$ cat src/rtl/ac_result_writer.sv
// Drains finished accumulator words into data memory in row-major element order.
// Define AC_WRITER_COLMAJOR_EN to store the same element stream column-major.
module ac_result_writer #(
  parameter int WORD_SIZE  = 24,
  parameter int ADDR_WIDTH = 16,
  parameter int DIM_WIDTH  = 8
) (
  input  logic                   clk,
  input  logic                   rst,
  input  logic                   start,
  input  logic [ADDR_WIDTH-1:0]  base_addr,
  input  logic [DIM_WIDTH-1:0]   rows,
  input  logic [DIM_WIDTH-1:0]   cols,
  input  logic [WORD_SIZE-1:0]   ac_value,
  input  logic                   ac_valid,
  output logic                   ac_ready,
  output logic [ADDR_WIDTH-1:0]  mem_addr,
  output logic [WORD_SIZE-1:0]   mem_wdata,
  output logic                   mem_we,
  input  logic                   mem_ack,
  output logic                   busy,
  output logic                   done,
  output logic [2*DIM_WIDTH-1:0] count
);

  localparam int CW = 2 * DIM_WIDTH;

  typedef enum logic [1:0] {
    S_IDLE,
    S_WAIT_AC,
    S_WRITE,
    S_DONE
  } state_t;

  state_t                state_q, state_d;
  logic [DIM_WIDTH-1:0]  rows_q, rows_d;
  logic [DIM_WIDTH-1:0]  cols_q, cols_d;
  logic [DIM_WIDTH-1:0]  r_q, r_d;
  logic [DIM_WIDTH-1:0]  c_q, c_d;
  logic [CW-1:0]         count_q, count_d;
  logic [ADDR_WIDTH-1:0] addr_q, addr_d;
  logic [WORD_SIZE-1:0]  wdata_q, wdata_d;
`ifdef AC_WRITER_COLMAJOR_EN
  logic [ADDR_WIDTH-1:0] base_q, base_d;
`endif

  logic last_col;
  logic last_elem;

  assign last_col  = (c_q == cols_q - DIM_WIDTH'(1));
  assign last_elem = last_col && (r_q == rows_q - DIM_WIDTH'(1));

  always_comb begin
    state_d = state_q;
    rows_d  = rows_q;
    cols_d  = cols_q;
    r_d     = r_q;
    c_d     = c_q;
    count_d = count_q;
    addr_d  = addr_q;
    wdata_d = wdata_q;
`ifdef AC_WRITER_COLMAJOR_EN
    base_d  = base_q;
`endif

    case (state_q)
      S_IDLE: begin
        if (start) begin
          count_d = '0;
          if (rows != '0 && cols != '0) begin
            rows_d  = rows;
            cols_d  = cols;
            r_d     = '0;
            c_d     = '0;
            addr_d  = base_addr;
`ifdef AC_WRITER_COLMAJOR_EN
            base_d  = base_addr;
`endif
            state_d = S_WAIT_AC;
          end else begin
            state_d = S_DONE;
          end
        end
      end
      S_WAIT_AC: begin
        if (ac_valid) begin
          wdata_d = ac_value;
          state_d = S_WRITE;
        end
      end
      S_WRITE: begin
        if (mem_ack) begin
          count_d = count_q + CW'(1);
          if (last_elem) begin
            state_d = S_DONE;
          end else begin
            state_d = S_WAIT_AC;
            if (last_col) begin
              c_d = '0;
              r_d = r_q + DIM_WIDTH'(1);
`ifdef AC_WRITER_COLMAJOR_EN
              // new row starts one word below the previous row's first element
              addr_d = base_q + ADDR_WIDTH'(r_q + DIM_WIDTH'(1));
`else
              addr_d = addr_q + ADDR_WIDTH'(1);
`endif
            end else begin
              c_d = c_q + DIM_WIDTH'(1);
`ifdef AC_WRITER_COLMAJOR_EN
              addr_d = addr_q + ADDR_WIDTH'(rows_q);
`else
              addr_d = addr_q + ADDR_WIDTH'(1);
`endif
            end
          end
        end
      end
      S_DONE: state_d = S_IDLE;
      default: state_d = S_IDLE;
    endcase
  end

  always_ff @(posedge clk or posedge rst) begin
    if (rst) begin
      state_q <= S_IDLE;
      rows_q  <= '0;
      cols_q  <= '0;
      r_q     <= '0;
      c_q     <= '0;
      count_q <= '0;
      addr_q  <= '0;
      wdata_q <= '0;
`ifdef AC_WRITER_COLMAJOR_EN
      base_q  <= '0;
`endif
    end else begin
      state_q <= state_d;
      rows_q  <= rows_d;
      cols_q  <= cols_d;
      r_q     <= r_d;
      c_q     <= c_d;
      count_q <= count_d;
      addr_q  <= addr_d;
      wdata_q <= wdata_d;
`ifdef AC_WRITER_COLMAJOR_EN
      base_q  <= base_d;
`endif
    end
  end

  // Handshake outputs decode straight from state so reset clears them at once.
  assign ac_ready  = (state_q == S_WAIT_AC);
  assign mem_we    = (state_q == S_WRITE);
  assign busy      = (state_q != S_IDLE);
  assign done      = (state_q == S_DONE);
  assign mem_addr  = addr_q;
  assign mem_wdata = wdata_q;
  assign count     = count_q;

endmodule

$ cat config.mk
export PLATFORM = sky130hd
export DESIGN_NAME = ac_result_writer
export DESIGN_NICKNAME = d
export VERILOG_FILES = /design/src/rtl/ac_result_writer.sv
export SDC_FILE = /design/constraint.sdc
export NUM_CORES = 1
export LEC_CHECK = 0
export ABC_AREA = 1
export CAP_MARGIN = 20
export CELL_PAD_IN_SITES_DETAIL_PLACEMENT = 1
export CELL_PAD_IN_SITES_GLOBAL_PLACEMENT = 2
export CORE_MARGIN = 3
export CORE_UTILIZATION = 28
export DETAILED_ROUTE_END_ITERATION = 8
export PLACE_DENSITY_LB_ADDON = 0.1
export SETUP_SLACK_MARGIN = 0.2
export SLEW_MARGIN = 20
export SYNTH_ARGS = -nofsm -noshare
export SYNTH_HDL_FRONTEND = slang
export SYNTH_SLANG_ARGS = --single-unit
$ cat constraint.sdc
create_clock -name clk -period 3.41 [get_ports clk]
set_input_delay 0.341 -clock clk [delete_from_list [all_inputs] [get_ports clk]]
set_output_delay 0.341 -clock clk [all_outputs]
set_load 0.01 [all_outputs]
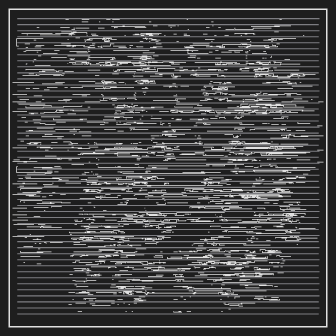
*Signal wires on met1, run 1*
Supply wires on this layer in gray.
main direction: horizontal
nets with wire on the layer: 782
M1 GR Usage: 19.5%
vias: 4945

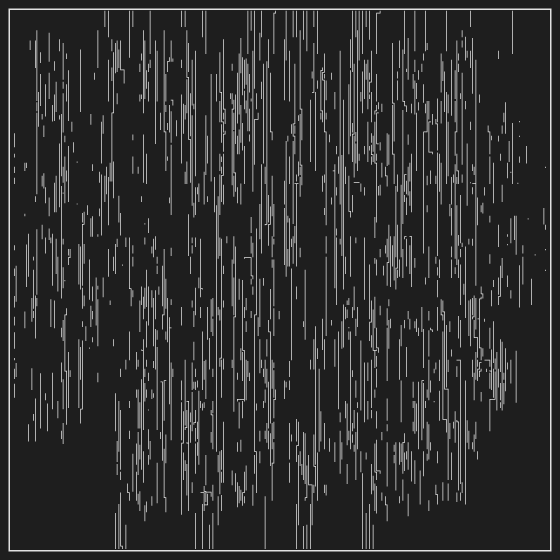
*The metal 2 layer, run 1*
nets with wire on the layer: 740
wire length on this layer: 7970 um
longest straight run: 64.9 um
main direction: vertical

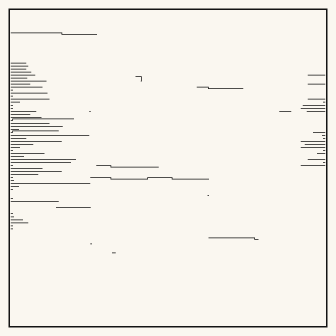
*Signal wires on met3, run 1*
wire length on this layer: 848 um
share of all routed wire: 5.4%

==> impl_metrics.ini, run 1 <==
; synthesis and place-and-route metrics
[run_status]
status = complete, no violations

[floorplan]
die_y_um = 143
die_x_um = 143

[timing]
fmax_mhz = 405
post-route-min-period_ns = 2.47
worst_slack_ns = 0.941
finalSetupTns_ns = 0
finalMaxSlewViolations = 0
hold_violations = 0
setup_viol = 0
fin_skew_ns = 0.00646

[setup_path]
cp.arrival_ns = 2.71
cp.required_ns = 3.65
r2r_slack_ns = 0.94
cp-endpoint = r_q[2]
critPathSlowestCell = dfrtp_1
max_stage_delay_ns = 0.43
worstSetupStartpoint = cols_q[0]

[finish]
area_delta_synth_final_pct = 33.8
fin_cells = 1046
final_net_count = 879
n_antenna_cell = 0
final_core_util_pct = 38.5

[drt]
drt_iter0_markers = 192
drc = 0
via_per_inst = 4.73
drt-total-wl_mm = 15.9
avgRoutedWirePerCell_um = 15.2

[global_routing]
grt_pass1_vias = 5418
track_usage_pct = 16.3
grt_pass1_wl_mm = 26.8
antenna_found_initial = 0

[placed_design]
placed_cell_area_mm2 = 0.00666
place.gp.congestion = 0.761
pre_cts_slack_ns = 0.763

[power]
p_leak_nw = 3.25
total_power_mw = 5.49

[logic_synthesis]
syn_area_per_cell_um2 = 7.54
top_cells_by_area = dfrtp_1 43%, nand2_1 17%, mux2_2 6.3%
yosysSeqAreaShare_pct = 43.1
edf_count = 0
async_flop_share_pct = 100
flop_cell = dfrtp_1

[cts]
clockRootBuffer = clkbuf_16
cts.repair.resized = 0
htree_levels = 3
clock_latency_ns = 0.35

[flow_run]
warnings = 26
## run 1: power breakdown
group          switching (mW)  internal [mW]
clock                   0.485          0.659
combinational            1.37           1.15
sequential              0.376           1.44
total                    2.24           3.26
## run 1: cell usage after synthesis, types with 2 or more instances
master,n
buf_2,4
clkbuf_1,5
nor2_1,81
buf_1,2
nor2_2,4
a31oi_1,5
a21oi_1,25
nor3_1,14
mux2_2,29
buf_6,4
o31ai_1,5
nor2_4,2
xnor2_1,10
ha_1,6
or2_2,3
nand3_1,35
o21ai_0,13
dfrtp_1,90
inv_2,3
o21bai_1,2
inv_1,71
xor2_1,12
nand3b_1,2
nand2_1,231
nand4_1,16
nor4_1,5
and3_1,2
nand2_2,3
## run 1: critical path: cells and delay by family, from the launching register on
| kind | cells | cell delay, ns |
|---|---|---|
| simple gates | 12 | 1.23 |
| flops | 1 | 0.43 |
| buf+inv | 3 | 0.42 |
| fa+ha+maj | 1 | 0.28 |
## run 1: layout make-up
cell class | count | area [um2]
multi-input combinational | 514 | 2610
timing repair buffer | 123 | 1240
fill | 2206 | 11200
sequential | 90 | 2250
tap | 229 | 287
clock buffer | 9 | 225
clock inverter | 7 | 106
inverter | 74 | 279
## run 1: logic make-up (layout without fill, tap and decap cells)
| group | count (synthesis) | after routing | share of synthesized area, % |
|---|---|---|---|
| fa+ha+maj | 6 | 6 | 1.44 |
| simple gates | 402 | 402 | 32.5 |
| xor+xnor | 22 | 22 | 3.69 |
| buf+inv | 89 | 213 | 7.06 |
| flops | 90 | 90 | 43.1 |
| compound gates | 55 | 55 | 5.94 |
| mux | 29 | 29 | 6.25 |
## run 1: cell usage in the layout (no fill, tap or decap), drive strengths merged
master | Yosys | routed
a21o | 1 | 1
a21oi | 25 | 25
a22oi | 1 | 1
a31o | 1 | 1
a31oi | 5 | 5
and3 | 2 | 2
buf | 10 | 3
bufinv | 0 | 2
clkbuf | 5 | 9
clkdlybuf4s50 | 0 | 120
clkinv | 0 | 1
dfrtp | 90 | 90
ha | 6 | 6
inv | 74 | 78
mux2 | 29 | 29
nand2 | 235 | 235
nand3 | 35 | 35
nand3b | 2 | 2
nand4 | 17 | 17
nor2 | 87 | 87
nor3 | 14 | 14
nor3b | 1 | 1
nor4 | 5 | 5
o21a | 1 | 1
o21ai | 14 | 14
o21bai | 2 | 2
o31ai | 5 | 5
or2 | 3 | 3
or4 | 1 | 1
xnor2 | 10 | 10
xor2 | 12 | 12
## run 1: layer usage
metal  global-route usage, %  share of wire (%)  vias to the layer above
li1                        -                  -                     2457
met1                    19.5                 43                     2393
met2                    28.5                 50                       84
met3                    4.81                5.3                       11
met4                    4.50                1.2                        0
met5                       0                  0                        -
## run 1: registers in the layout, summed over array words and instances, names as in the netlist
name	flops
c_q	8
cols_q	8
count	16
mem_addr	16
mem_wdata	24
r_q	8
rows_q	8
state_q	2
### Clock wiring as the flow saved it, run 1

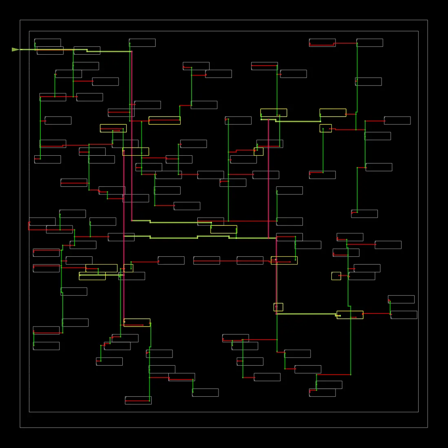

==> run 1 -> run 2 <==
--- a/config.mk
+++ b/config.mk
@@ -10,7 +10,7 @@
 export CELL_PAD_IN_SITES_DETAIL_PLACEMENT = 1
 export CELL_PAD_IN_SITES_GLOBAL_PLACEMENT = 2
 export CORE_MARGIN = 3
-export CORE_UTILIZATION = 28
+export CORE_UTILIZATION = 26
 export DETAILED_ROUTE_END_ITERATION = 8
 export PLACE_DENSITY_LB_ADDON = 0.1
 export SETUP_SLACK_MARGIN = 0.2
==> constraint.sdc (replaced) <==
create_clock -name clk -period 2.25 [get_ports clk]
set_input_delay 0.225 -clock clk [delete_from_list [all_inputs] [get_ports clk]]
set_output_delay 0.225 -clock clk [all_outputs]
set_load 0.01 [all_outputs]
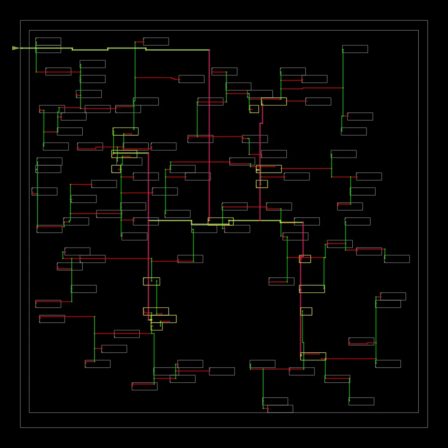
*Clock wiring as the flow saved it, run 2*
CTS Buf Count: 9
Clock net power: 1.59 mW
clock skew: 0.00805 ns

==> run 2 against run 1 <==
Synthesized area stayed put. Sequential cell count did not move. Global-route usage shrank 0.34 points. Clock skew grew 0.0016 ns. Final area increased by 9.1%. Critical path type unchanged.
==> impl_metrics.ini, run 2 <==
; synthesis and place-and-route metrics
[setup_path]
cp.arrival_ns = 2.35
max_stage_delay_ns = 0.37
cp.required_ns = 2.55
path_depth = 16
critPathSlowestCell = dfrtp_1
cp_num_buf_inv = 7

[logic_synthesis]
top_cells_by_area = dfrtp_1 43%, nand2_1 17%, mux2_2 6.3%
syn_area_per_cell_um2 = 7.54
async_flop_share_pct = 100

[global_routing]
antenna_found_initial = 0
track_usage_pct = 15.9

[flow_run]
warnings = 28

[power]
p_clk_share_pct = 17.4
total_power_mw = 9.14
internal_power_mw = 5.30
p_sw_share_pct = 42.1
pwr-share-comb_pct = 52.4

[finish]
area_delta_synth_final_pct = 46.0
final_net_count = 922
final_core_util_pct = 38.9
n_antenna_cell = 0
regArea_mm2 = 0.00225
lay_top_cells = 194 x nand2_1, 119 x clkdlybuf4s50_1, 90 x dfrtp_1
nFillCells = 2347
multiInputGateArea_mm2 = 0.00286

[timing]
setup_viol = 0
finalMaxSlewViolations = 0
post-route-min-period_ns = 2.05
fmax_mhz = 489

[drt]
drc = 0
drt_iter0_markers = 118
via_per_inst = 4.61

[floorplan]
die_y_um = 148
die_x_um = 148

[cts]
clockRootBuffer = clkbuf_16
clock_latency_ns = 0.36

[run_status]
status = complete, no violations

[placed_design]
place.gp.congestion = 0.784
pre_cts_slack_ns = -0.0343
## run 2: cell counts after synthesis
No cell type changed its count.
## run 2: cells by family (layout without fill, tap and decap cells)
group | after synthesis | after routing | synth area share, %
multiplexers | 29 | 29 | 6.25
AND-OR/OR-AND | 55 | 55 | 5.94
buffers and inverters | 89 | 254 | 7.06
adder cells (fa/ha/maj) | 6 | 6 | 1.44
AND/OR/NAND/NOR | 402 | 404 | 32.5
XOR/XNOR | 22 | 22 | 3.69
flip-flops | 90 | 90 | 43.1
## run 2: repair_timing
action,4_1_cts,5_1_grt
setup buffers,14,5
pin swaps,8,22
resized,40,40
gates cloned,1,1
setup endpoints to repair,33,38
## run 2: power groups by stage
stage                     clock network (mW)  logic [mW]  registers [mW]
after floorplan                            0        2.19            2.83
after global placement                     0        4.00            2.76
after detailed placement                   0        4.10            2.79
after CTS                               1.65        4.64            2.77
after global routing                    1.72        5.34            2.88
final                                   1.59        4.79            2.77
## run 2: final cells by class
type	instances	area share [%]
clock buffers	9	2.95
multi-input cells	516	37.4
inverters	74	3.69
repair buffers	164	21.0
clock inverters	7	1.03
flip-flops and latches	90	29.5
well taps	265	4.35
## run 2: worst paths after layout
path / slack (ns) / start / end
max: 0.20 / cols_q[0] / c_q[7]
min: 0.29 / rst / mem_wdata[4]
max reg2reg: 0.20 / cols_q[0] / c_q[7]
min reg2reg: 0.51 / mem_wdata[23] / mem_wdata[23]
max in group asynchronous: 1.37 / rst / cols_q[7]
min in group clk: 0.47 / ac_value[9] / mem_wdata[9]
## run 2: layer usage
layer  up-vias  routed length, um  GRT usage [%]
met5         -                  0              0
met4         0                252           5.08
met3        15                784           3.86
met2        84               8550           27.7
met1      2544               7430           19.5
li1       2545                  -              -
Power and IR drop assume default switching activity.
